File: src/rtl/mips_shift_pipe.sv
// mips_shift_pipe: pipelined barrel shifter for SLL / SRL / SRA / ROR.
//
// The shift is split into SHW = log2(WIDTH) registered stages. Stage k
// shifts by 2^k when bit k of the amount is set and otherwise passes the
// data through, so a result leaves SHW cycles after it is accepted.
// The pipeline uses one global stall: when the output is valid and not
// consumed, every stage holds and the input is refused.
//
// Ports
//   clk        rising-edge clock
//   rst_n      asynchronous active-low reset
//   in_valid   operation presented
//   in_ready   operation accepted this cycle (= !stall)
//   in_data    operand, WIDTH bits
//   in_amount  shift distance, SHW bits
//   in_op      00 SLL, 01 SRL, 10 SRA, 11 ROR
//   in_tag     sideband returned unchanged with the result
//   out_valid  result present
//   out_ready  consumer accepts the result
//   out_data   result, WIDTH bits
//   out_tag    tag of the result
module mips_shift_pipe #(
  parameter int WIDTH = 32,
  parameter int TAG_W = 4
) (
  input  logic                     clk,
  input  logic                     rst_n,
  input  logic                     in_valid,
  output logic                     in_ready,
  input  logic [WIDTH-1:0]         in_data,
  input  logic [$clog2(WIDTH)-1:0] in_amount,
  input  logic [1:0]               in_op,
  input  logic [TAG_W-1:0]         in_tag,
  output logic                     out_valid,
  input  logic                     out_ready,
  output logic [WIDTH-1:0]         out_data,
  output logic [TAG_W-1:0]         out_tag
);

  localparam int SHW = $clog2(WIDTH);

  localparam logic [1:0] OP_SLL = 2'b00;
  localparam logic [1:0] OP_SRL = 2'b01;
  localparam logic [1:0] OP_SRA = 2'b10;

  // Result path: every stage carries valid, data and tag.
  logic [SHW-1:0]   valid_q, valid_d;
  logic [WIDTH-1:0] data_q [SHW];
  logic [WIDTH-1:0] data_d [SHW];
  logic [TAG_W-1:0] tag_q  [SHW];
  logic [TAG_W-1:0] tag_d  [SHW];

  // Control path: only stages that still feed a later shift need the
  // amount, op and sign, so the final stage holds just the result.
  logic [SHW-1:0]   amt_q  [SHW-1];
  logic [SHW-1:0]   amt_d  [SHW-1];
  logic [1:0]       op_q   [SHW-1];
  logic [1:0]       op_d   [SHW-1];
  logic [SHW-2:0]   sign_q, sign_d;

  // Inputs seen by each stage: the ports for stage 0, the previous
  // stage register otherwise.
  logic [SHW-1:0]   src_valid;
  logic [WIDTH-1:0] src_data [SHW];
  logic [TAG_W-1:0] src_tag  [SHW];
  logic [SHW-1:0]   src_amt  [SHW];
  logic [1:0]       src_op   [SHW];
  logic [SHW-1:0]   src_sign;

  logic stall;

  // One step of the shifter by distance s (s < WIDTH).
  function automatic logic [WIDTH-1:0] shift_step(
    input logic [WIDTH-1:0] d,
    input logic [1:0]       op,
    input logic             sign,
    input int               s
  );
    logic [WIDTH-1:0] fill;
    fill = sign ? ~({WIDTH{1'b1}} >> s) : '0;
    case (op)
      OP_SLL:  shift_step = d << s;
      OP_SRL:  shift_step = d >> s;
      OP_SRA:  shift_step = (d >> s) | fill;
      default: shift_step = (d >> s) | (d << (WIDTH - s));
    endcase
  endfunction

  assign out_valid = valid_q[SHW-1];
  assign out_data  = data_q[SHW-1];
  assign out_tag   = tag_q[SHW-1];
  assign stall     = out_valid & ~out_ready;
  assign in_ready  = ~stall;

  always_comb begin
    src_valid[0] = in_valid;
    src_data[0]  = in_data;
    src_tag[0]   = in_tag;
    src_amt[0]   = in_amount;
    src_op[0]    = in_op;
    // The sign is captured once at acceptance and only for SRA.
    src_sign[0]  = (in_op == OP_SRA) ? in_data[WIDTH-1] : 1'b0;
    for (int k = 1; k < SHW; k++) begin
      src_valid[k] = valid_q[k-1];
      src_data[k]  = data_q[k-1];
      src_tag[k]   = tag_q[k-1];
      src_amt[k]   = amt_q[k-1];
      src_op[k]    = op_q[k-1];
      src_sign[k]  = sign_q[k-1];
    end

    for (int k = 0; k < SHW; k++) begin
      valid_d[k] = src_valid[k];
      tag_d[k]   = src_tag[k];
      data_d[k]  = src_amt[k][k]
                   ? shift_step(src_data[k], src_op[k], src_sign[k], 1 << k)
                   : src_data[k];
    end

    for (int k = 0; k < SHW - 1; k++) begin
      amt_d[k]  = src_amt[k];
      op_d[k]   = src_op[k];
      sign_d[k] = src_sign[k];
    end
  end

  always_ff @(posedge clk or negedge rst_n) begin
    if (!rst_n) begin
      valid_q <= '0;
      sign_q  <= '0;
      for (int k = 0; k < SHW; k++) begin
        data_q[k] <= '0;
        tag_q[k]  <= '0;
      end
      for (int k = 0; k < SHW - 1; k++) begin
        amt_q[k] <= '0;
        op_q[k]  <= '0;
      end
    end else if (!stall) begin
      // Bubbles move with the data; nothing is collapsed.
      valid_q <= valid_d;
      sign_q  <= sign_d;
      for (int k = 0; k < SHW; k++) begin
        data_q[k] <= data_d[k];
        tag_q[k]  <= tag_d[k];
      end
      for (int k = 0; k < SHW - 1; k++) begin
        amt_q[k] <= amt_d[k];
        op_q[k]  <= op_d[k];
      end
    end
  end

endmodule

File: config.mk
export PLATFORM = sky130hd
export DESIGN_NAME = mips_shift_pipe
export DESIGN_NICKNAME = d
export VERILOG_FILES = /design/src/rtl/mips_shift_pipe.sv
export SDC_FILE = /design/constraint.sdc
export NUM_CORES = 1
export LEC_CHECK = 0
export ABC_AREA = 0
export CAP_MARGIN = 5
export CORE_ASPECT_RATIO = 0.8
export CORE_MARGIN = 2
export CORE_UTILIZATION = 59
export CTS_CLUSTER_SIZE = 24
export DETAILED_ROUTE_END_ITERATION = 6
export PLACE_DENSITY = 0.81
export SLEW_MARGIN = 15
export SYNTH_ARGS = -nofsm -noshare
export SYNTH_HDL_FRONTEND = slang
export SYNTH_SLANG_ARGS = --single-unit
export TNS_END_PERCENT = 1
File: constraint.sdc
create_clock -name clk -period 1.4 [get_ports clk]
set_input_delay 0.28 -clock clk [delete_from_list [all_inputs] [get_ports clk]]
set_output_delay 0.28 -clock clk [all_outputs]
set_load 0.1 [all_outputs]
==> run summary, run 1 <==
top cells, area: dfrtp_1, o21ai_0, nand2_1
Non-CTS buffers: 166
sw frac: 45.4%
Final clock-cell share: 5.27%
met2 GRT Util: 45.9%
GRT Overall Usage: 30.6%
die footprint: 0.0198 mm^2
crit start category: flop
Finished Cell Area: 0.0136 mm^2
vias per cell: 6.33
Die W: 157 um
Data buffer area share: 16.3%
Core Box Area: 0.0182 mm^2
Post-synth ARST share: 100%
violated checks: negative setup slack
met2 wire length: 13.9 mm
outcome: finished with violations
share of layout cells above drive strength 1: 16.4%
via count: 9,846
Multiplexer share: 1.53%
RSZ-0062 raised after global routing: true
distinct lib cells: 33
cells in synth_stat.txt: 1,252
Fillers: 1,216
fin crit period: 1.71 ns
Combinational Power Share: 52.2%
initial drt markers: 992
global-route wire length before repair: 49.3 mm
clock network power: 5.70 mW
CP Buf/Inv Count: 3
placed cells: 1,514
GP Congestion: 0.886
row cnt: 44
final count of negative-setup-slack endpoints: 57
setup slack after layout: -0.307 ns
Sequential Power Share: 32.1%
H-tree depth: 1
worst vdd ir: 1600 uV
Max Buffers Root-to-Sink: 3
count of tool warnings: 29
CP cell instances: nor2b_4, inv_4, buf_8, buf_12
Max-slew headroom: 63.0%
[run 1: final timing paths]
check | startpoint | endpoint | slack (ns) | cells past startpoint
worst min-delay path | rst_n | data_q[69] | 0.26 | 2
worst max register to register | valid_q[4] | data_q[109] | -0.11 | 7
max in group asynchronous | rst_n | op_q[0] | 0.51 | 3
worst min register to register | amt_d[12] | amt_d[12] | 0.47 | 2
min in group clk | in_tag[2] | src_tag[14] | 0.31 | 3
worst max-delay path | valid_q[4] | in_ready | -0.31 | 4
[run 1: registers in the layout, summed over array words and instances (netlist names)]
register / flops
amt_d: 9
amt_q: 1
data_q: 128
op_d: 6
op_q: 2
out_data: 32
out_tag: 4
sign_q: 4
src_tag: 16
valid_q: 5
run_1/io_fan.png
Bar = 50 um.
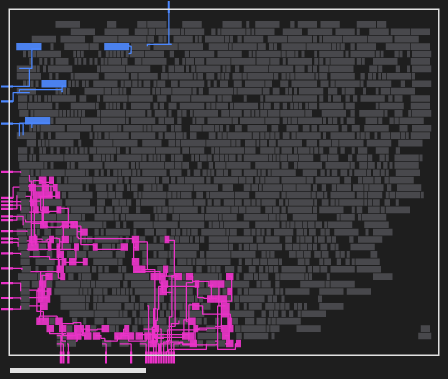
- in_data: magenta (direction input; edge 17 bottom, 15 left; end cells 95; buffers 34; wire 1,170 um)
- out_tag: blue (direction output; edge 3 left, 1 top; end cells 4; buffers 4; wire 112 um)
port buffer count: 84
I/O pin cnt: 85

run_1/detail.png
Bar = 10 um. Region (27, 19) to (52, 44) um. Cells in gray, sequential cells in the stronger gray; small squares are vias.
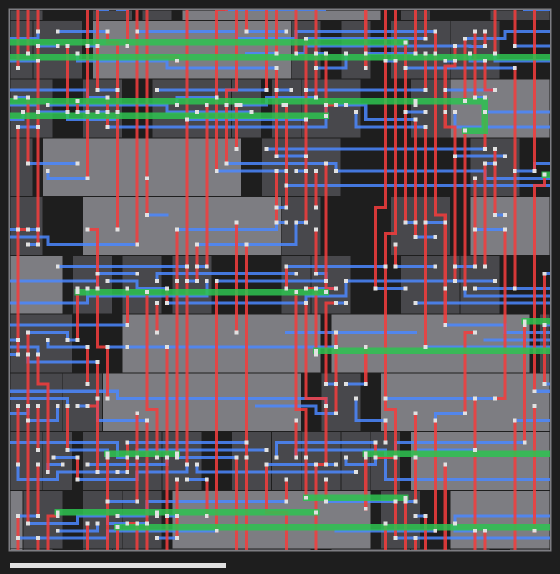
- metal 1: blue
- metal 2: red
- metal 3: green
- cells with their middle in the window: 53
- most frequent: o21ai_0 (12), dfrtp_1 (11)
- netlist names of flops here include: data_q (11)
- sequential cells in the window: 11

run_1/logic_types.png
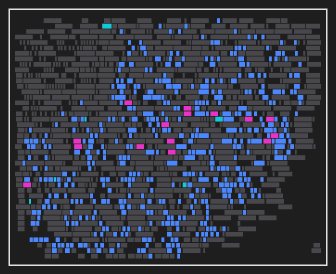
- aoi and oai cells: blue (cells 434; where spread over the die)
- nor cells: cyan (cells 6)
- mux cells: magenta (cells 15)
post-route insts no fill: 1,556
most numerous logic cell after layout: nand2_1
Comb area share: 36.7%

run_1/congestion.png
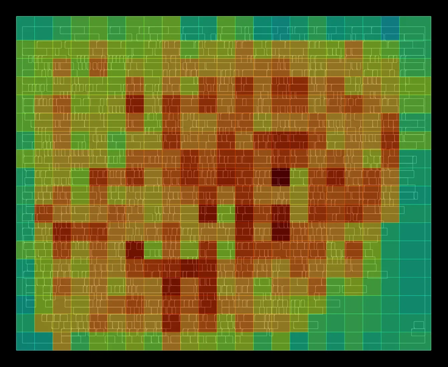

==> inputs of run 2 (changes only) <==
--- a/config.mk
+++ b/config.mk
@@ -12,7 +12,7 @@
 export CORE_UTILIZATION = 59
 export CTS_CLUSTER_SIZE = 24
 export DETAILED_ROUTE_END_ITERATION = 6
-export PLACE_DENSITY = 0.81
+export PLACE_DENSITY = 0.8
 export SLEW_MARGIN = 15
 export SYNTH_ARGS = -nofsm -noshare
 export SYNTH_HDL_FRONTEND = slang
run_2/congestion.png
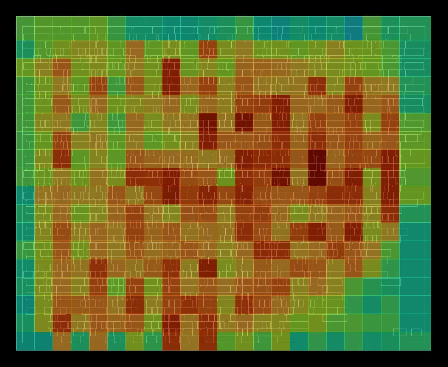
GRT met3 Usage: 6.56%
Util after Layout: 75.2%
most used routing layer: met2

run_2/logic_types.png
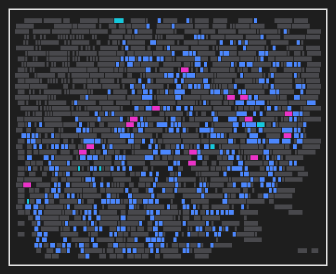
post-route insts no fill: 1,569
Comb area share: 36.1%

run_2/flops_by_reg.png
Bar = 50 um.
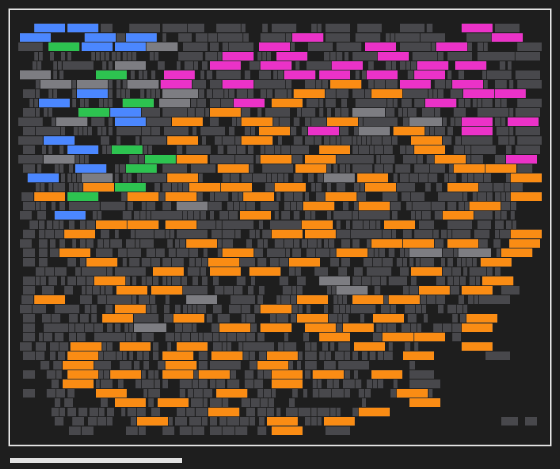
- data_q: orange (placed flops 128)
- src_tag: blue (placed flops 16; where top left)
- out_data: magenta (placed flops 32)
- amt_d: green (placed flops 9)
- not colored: 22
sequential power: 11.8 mW
register area: 0.00519 mm^2

==> run summary, run 2 <==
outcome: finished with violations
violated checks: negative setup slack
RSZ-0062 raised after global routing: true
crit start category: flop
Top reg by flops: data_q
Core Box Area: 0.0182 mm^2 (unchanged)
final count of negative-setup-slack endpoints: 97 (+70%)
GRT Overall Usage: 31.2% (+0.64 points)
max FFs per register: 128 (unchanged)
via count: 9,843 (-0.030%)
Combinational Power Share: 52.0% (-0.2 points)
worst setup path end: in_ready
port buffer count: 84 (unchanged)
setup slack after layout: -0.338 ns (-0.0315 ns)
vias per cell: 6.27 (-0.86%)
die footprint: 0.0198 mm^2 (unchanged)
FF-to-FF Start: valid_q[4]
CP cell instances: nor2b_4, inv_4, buf_8, buf_12
distinct lib cells: 33 (unchanged)
Fmax achieved: 575 MHz
cells in synth_stat.txt: 1,252 (unchanged)
GP Congestion: 0.895 (+1.0%)
Multiplexer share: 1.53% (unchanged)
FF-to-FF path depth: 7 (unchanged)
Finished Cell Area: 0.0137 mm^2 (+0.43%)
met2 wire length: 13.6 mm (-1.7%)
row cnt: 44 (unchanged)
placed cells: 1,526 (+0.79%)
global-route wire length before repair: 50.1 mm (+1.7%)
Worst Setup SP: valid_q[4]
sw frac: 45.5% (+0.093 points)
Worst R2R End: data_q[48]
clock network power: 5.86 mW (+3%)
setup slack, reg-to-reg: -0.21 ns (-0.10 ns)
count of tool warnings: 29 (unchanged)
Post-synth ARST share: 100% (unchanged)
met2 GRT Util: 47.3% (+1.3 points)
I/O pin cnt: 85 (unchanged)
worst vdd ir: 1490 uV (-7.0%)
H-tree depth: 1 (unchanged)
initial drt markers: 1,154 (+16%)
fin crit period: 1.74 ns (+0.0315 ns)
Sequential Power Share: 32.1% (about the same)
Max-slew headroom: 64.0% (+1.0 points)
-- run 2: netlist changes by cell type in the layout (fill, tap and decap cells not counted), sizes merged --
| cell | previous run | this run |
|---|---|---|
| clkinv | 1 | 5 |
| clkbuf | 38 | 32 |
| buf | 118 | 131 |
| bufinv | 0 | 2 |
-- run 2: layout make-up --
type / instances / area (um^2)
Timing Repair Buffer: 178 / 2340
Multi-Input combinational cell: 843 / 4950
Tap cell: 253 / 317
Inverter: 49 / 186
Fill cell: 1233 / 4520
Sequential cell: 207 / 5190
Clock buffer: 31 / 614
Clock inverter: 8 / 105
Power figures rest on the tool's default switching activity, not on a simulated workload.
